==> images/zoom.png <==
Region (144, 19) to (169, 44) um. Cells in grey, sequential cells in the stronger grey; small squares are vias.
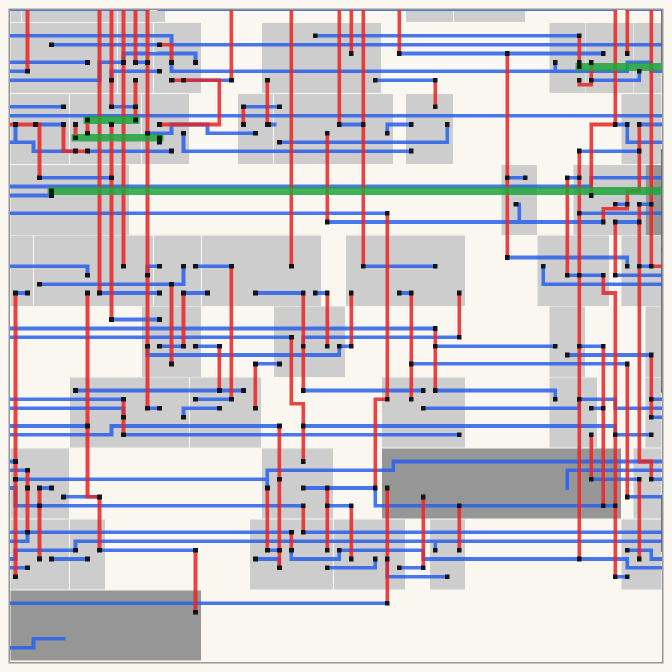
==> images/final_congestion.png <==
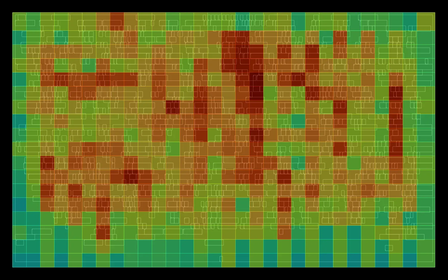
==> images/met4.png <==
Cells faint in the background.
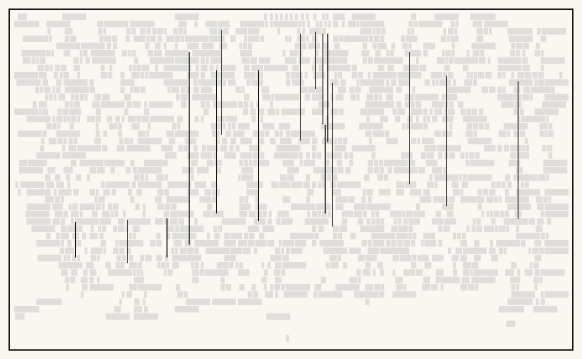
==> images/metal_stack.png <==
Two of the layers only.
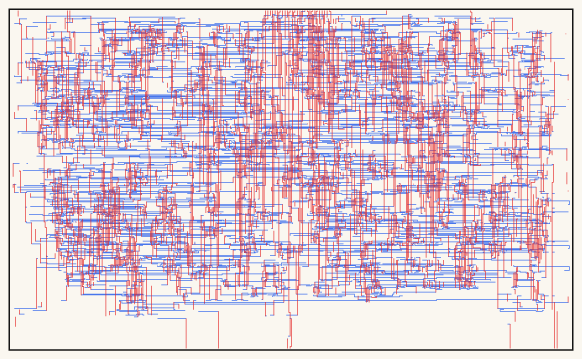
==> images/pdn.png <==
Bar = 50 um. Pins as bars on the die edge. Tap cells in grey.
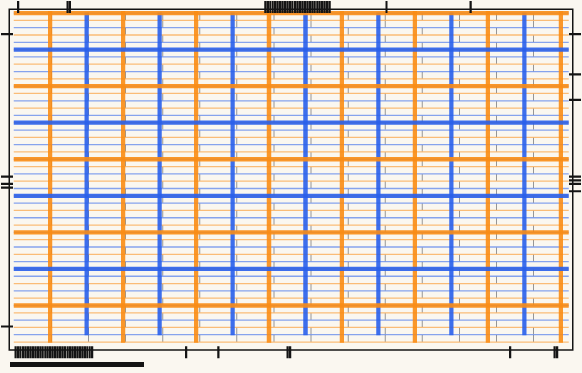
### src/rtl/debouncer_pkg.sv
// Shared types and constants for the debouncer bank.
// DEBOUNCER_REPEAT_EN (optional) enables auto-repeat press strobes in debounce_channel.
package debouncer_pkg;

  localparam int SYNC_STAGES = 2;

  typedef enum logic [1:0] {
    RELEASED,
    PRESS_WAIT,
    PRESSED,
    RELEASE_WAIT
  } state_e;

endpackage

### src/rtl/debounce_channel.sv
// One button channel: 2-flop synchroniser, stability FSM, registered level/strobes.
// DEBOUNCER_REPEAT_EN adds a repeat counter that re-issues press while held.
module debounce_channel
  import debouncer_pkg::*;
#(
  parameter int CNT_W = 32
) (
  input  logic             clock,
  input  logic             reset,
  input  logic             in_pulse,
  input  logic [CNT_W-1:0] delay,
  input  logic [CNT_W-1:0] repeat_delay,
  output logic             level,
  output logic             press,
  output logic             release_strobe,
  output logic             press_next
);

  localparam logic [CNT_W-1:0] ONE = CNT_W'(1);

  logic [SYNC_STAGES-1:0] sync;
  logic                   sync_in;
  state_e                 state;
  logic [CNT_W-1:0]       count;
  logic                   cnt_done;
  logic                   rel_next;
  logic                   rep_fire;

  // Synchroniser idles at 1 (button released, active-low input).
  always_ff @(posedge clock or posedge reset)
    if (reset) sync <= '1;
    else       sync <= {sync[SYNC_STAGES-2:0], in_pulse};

  assign sync_in  = sync[SYNC_STAGES-1];
  assign cnt_done = count >= delay;

`ifdef DEBOUNCER_REPEAT_EN
  logic [CNT_W-1:0] rep_count;

  assign rep_fire = (repeat_delay != '0) && (rep_count >= repeat_delay - ONE);

  // Cleared outside steady PRESSED, so entry and bounce-back both restart the period.
  always_ff @(posedge clock or posedge reset)
    if (reset)                                     rep_count <= '0;
    else if (state != PRESSED || sync_in || rep_fire) rep_count <= '0;
    else if (rep_count != '1)                      rep_count <= rep_count + ONE;
`else
  logic unused_repeat;
  assign rep_fire      = 1'b0;
  assign unused_repeat = ^repeat_delay;
`endif

  always_comb begin
    press_next = 1'b0;
    rel_next   = 1'b0;
    case (state)
      PRESS_WAIT:   press_next = !sync_in && cnt_done;
      PRESSED:      press_next = !sync_in && rep_fire;
      RELEASE_WAIT: rel_next   = sync_in && cnt_done;
      default: ;
    endcase
  end

  always_ff @(posedge clock or posedge reset) begin
    if (reset) begin
      state          <= RELEASED;
      count          <= '0;
      level          <= 1'b0;
      press          <= 1'b0;
      release_strobe <= 1'b0;
    end else begin
      press          <= press_next;
      release_strobe <= rel_next;
      case (state)
        RELEASED:
          if (!sync_in) begin
            state <= PRESS_WAIT;
            count <= '0;
          end
        PRESS_WAIT:
          if (sync_in) begin
            state <= RELEASED;
            count <= '0;
          end else if (cnt_done) begin
            state <= PRESSED;
            level <= 1'b1;
          end else if (count != '1) begin
            count <= count + ONE;
          end
        PRESSED:
          if (sync_in) begin
            state <= RELEASE_WAIT;
            count <= '0;
          end
        RELEASE_WAIT:
          if (!sync_in) begin
            state <= PRESSED;
          end else if (cnt_done) begin
            state <= RELEASED;
            level <= 1'b0;
          end else if (count != '1) begin
            count <= count + ONE;
          end
        default: state <= RELEASED;
      endcase
    end
  end

endmodule

### src/rtl/debouncer_bank.sv
// CHANNELS independent debounce channels plus a registered any_press summary.
// DEBOUNCER_REPEAT_EN selects auto-repeat in every channel; release is a keyword, hence release_strobe.
module debouncer_bank
  import debouncer_pkg::*;
#(
  parameter int CHANNELS = 4,
  parameter int CNT_W    = 32
) (
  input  logic                clock,
  input  logic                reset,
  input  logic [CHANNELS-1:0] in_pulse,
  input  logic [CNT_W-1:0]    delay,
  input  logic [CNT_W-1:0]    repeat_delay,
  output logic [CHANNELS-1:0] level,
  output logic [CHANNELS-1:0] press,
  output logic [CHANNELS-1:0] release_strobe,
  output logic                any_press
);

  logic [CHANNELS-1:0] press_next;

  for (genvar g = 0; g < CHANNELS; g++) begin : g_ch
    debounce_channel #(.CNT_W(CNT_W)) u_ch (
      .clock          (clock),
      .reset          (reset),
      .in_pulse       (in_pulse[g]),
      .delay          (delay),
      .repeat_delay   (repeat_delay),
      .level          (level[g]),
      .press          (press[g]),
      .release_strobe (release_strobe[g]),
      .press_next     (press_next[g])
    );
  end

  // Built from the channels' next-press terms so it lines up with press.
  always_ff @(posedge clock or posedge reset)
    if (reset) any_press <= 1'b0;
    else       any_press <= |press_next;

endmodule

### config.mk
export PLATFORM = sky130hd
export DESIGN_NAME = debouncer_bank
export DESIGN_NICKNAME = d
export VERILOG_FILES = /design/src/rtl/debouncer_pkg.sv /design/src/rtl/debounce_channel.sv /design/src/rtl/debouncer_bank.sv
export SDC_FILE = /design/constraint.sdc
export NUM_CORES = 1
export LEC_CHECK = 0
export CORE_ASPECT_RATIO = 0.6
export CORE_UTILIZATION = 45
export CTS_CLUSTER_SIZE = 24
export DETAILED_ROUTE_END_ITERATION = 12
export DONT_BUFFER_PORTS = 1
export HOLD_SLACK_MARGIN = 0.08
export MAX_ROUTING_LAYER = met4
export PLACE_DENSITY = 0.59
export SYNTH_ARGS = -nofsm -noshare
export SYNTH_HDL_FRONTEND = slang
export SYNTH_SLANG_ARGS = --single-unit
export TNS_END_PERCENT = 20
### constraint.sdc
create_clock -name clock -period 5.05 [get_ports clock]
set_input_delay 0.505 -clock clock [delete_from_list [all_inputs] [get_ports clock]]
set_output_delay 0.505 -clock clock [all_outputs]
set_load 0.01 [all_outputs]
==> ci_impl_report.md <==
### Yosys + OpenROAD results

| Metric | Value |
|---|---|
| Maximum number of pins on one net before global-route repair | around 160 |
| MUX share of area | 0.281% |
| Non-clk invs | about 63 |
| Worst Path Required | 5.42 ns |
| Root buf cell | clkbuf_16 |
| Worst hold path class | input port to async pin |
| Final Non-Filler Cells | 1665 |
| PnR Total Power | about 3.5 mW |
| Commonest Layout Cell | dfrtp_1 |
| Fa+ha+maj area frac | 14.3% |
| CP endpoint kind | register |
| Seq share, synth | 34.0% |
| Bufs and invs on worst path | 0 |
| Period utilisation layout | 72.2% |
| EDFF count, synth | 0 |
| Worst-skew pair later-pin latency | 0.46 ns |
| Seq. pwr | approximately 1.4 mW |
| Initial DRC Count | approximately 960 |
| Startpoint types | register |
| H-tree levels | 4 |
| GR Util met1 | 41.7% |
| Via density | 6.23 |
| Status | complete, no violations |
| Hpwl dp | 24400 um |
| Reg2reg start | g_ch[1].u_ch.count[21] |
| Cell-internal power | between 2 and 2.5 mW |
| Post-Syn Nets | 1554 |
| Top cells by area | dfrtp_1, ha_1, nand2_1, nand3_1, o21ai_0 |
| DP Area | 0.0118 mm2 |
| Die Area | 0.0264 mm2 |
| Pwr dens | 278 mW/mm2 |
| Most common reg cell | dfrtp_1 |
| Worst R2R Path Depth | 9 |
| Top Metal Used | met4 |
| Hold WS | 0.112 ns |
| MaxCap Viol Count | 0 |
| Leakage | 5.79 nW |
| CP max stage cell | or4_1 |
| Post-Route Skew | 0.00994 ns |
| Cell Type Count | about 75 |
| I/O pins | 83 |
Back to the opening pictures, zoom.png:
colour	layer
green	met3
red	met2
blue	met1
netlist names of flops here include	`g_ch.u_ch.count` (2)
sequential cells in the window	2
most frequent	ha_1 (7), nand2_1 (6)
cells with their middle in the window	39

Back to the opening pictures, final_congestion.png:
gr busiest metal: met1
GR Util met2: 36.4%

Back to the opening pictures, met4.png:
main direction	vertical
longest straight run	71.4 um
nets with wire on the layer	12
wire length on this layer	630 um
share of all routed wire	1.8%
final wirelength: 34100 um
via count: 10366

Back to the opening pictures, metal_stack.png:
colour	layer	wire length
blue	met1	17300 um
red	met2	13700 um
WL/cell: 20.5 um
overall routing resource usage: 27.5%

Back to the opening pictures, pdn.png:
colour	net
orange	VSS
blue	VDD
met4 straps	15
met5 straps	9
signal pins	83

Power figures rest on the tool's default switching activity, not on a simulated workload.
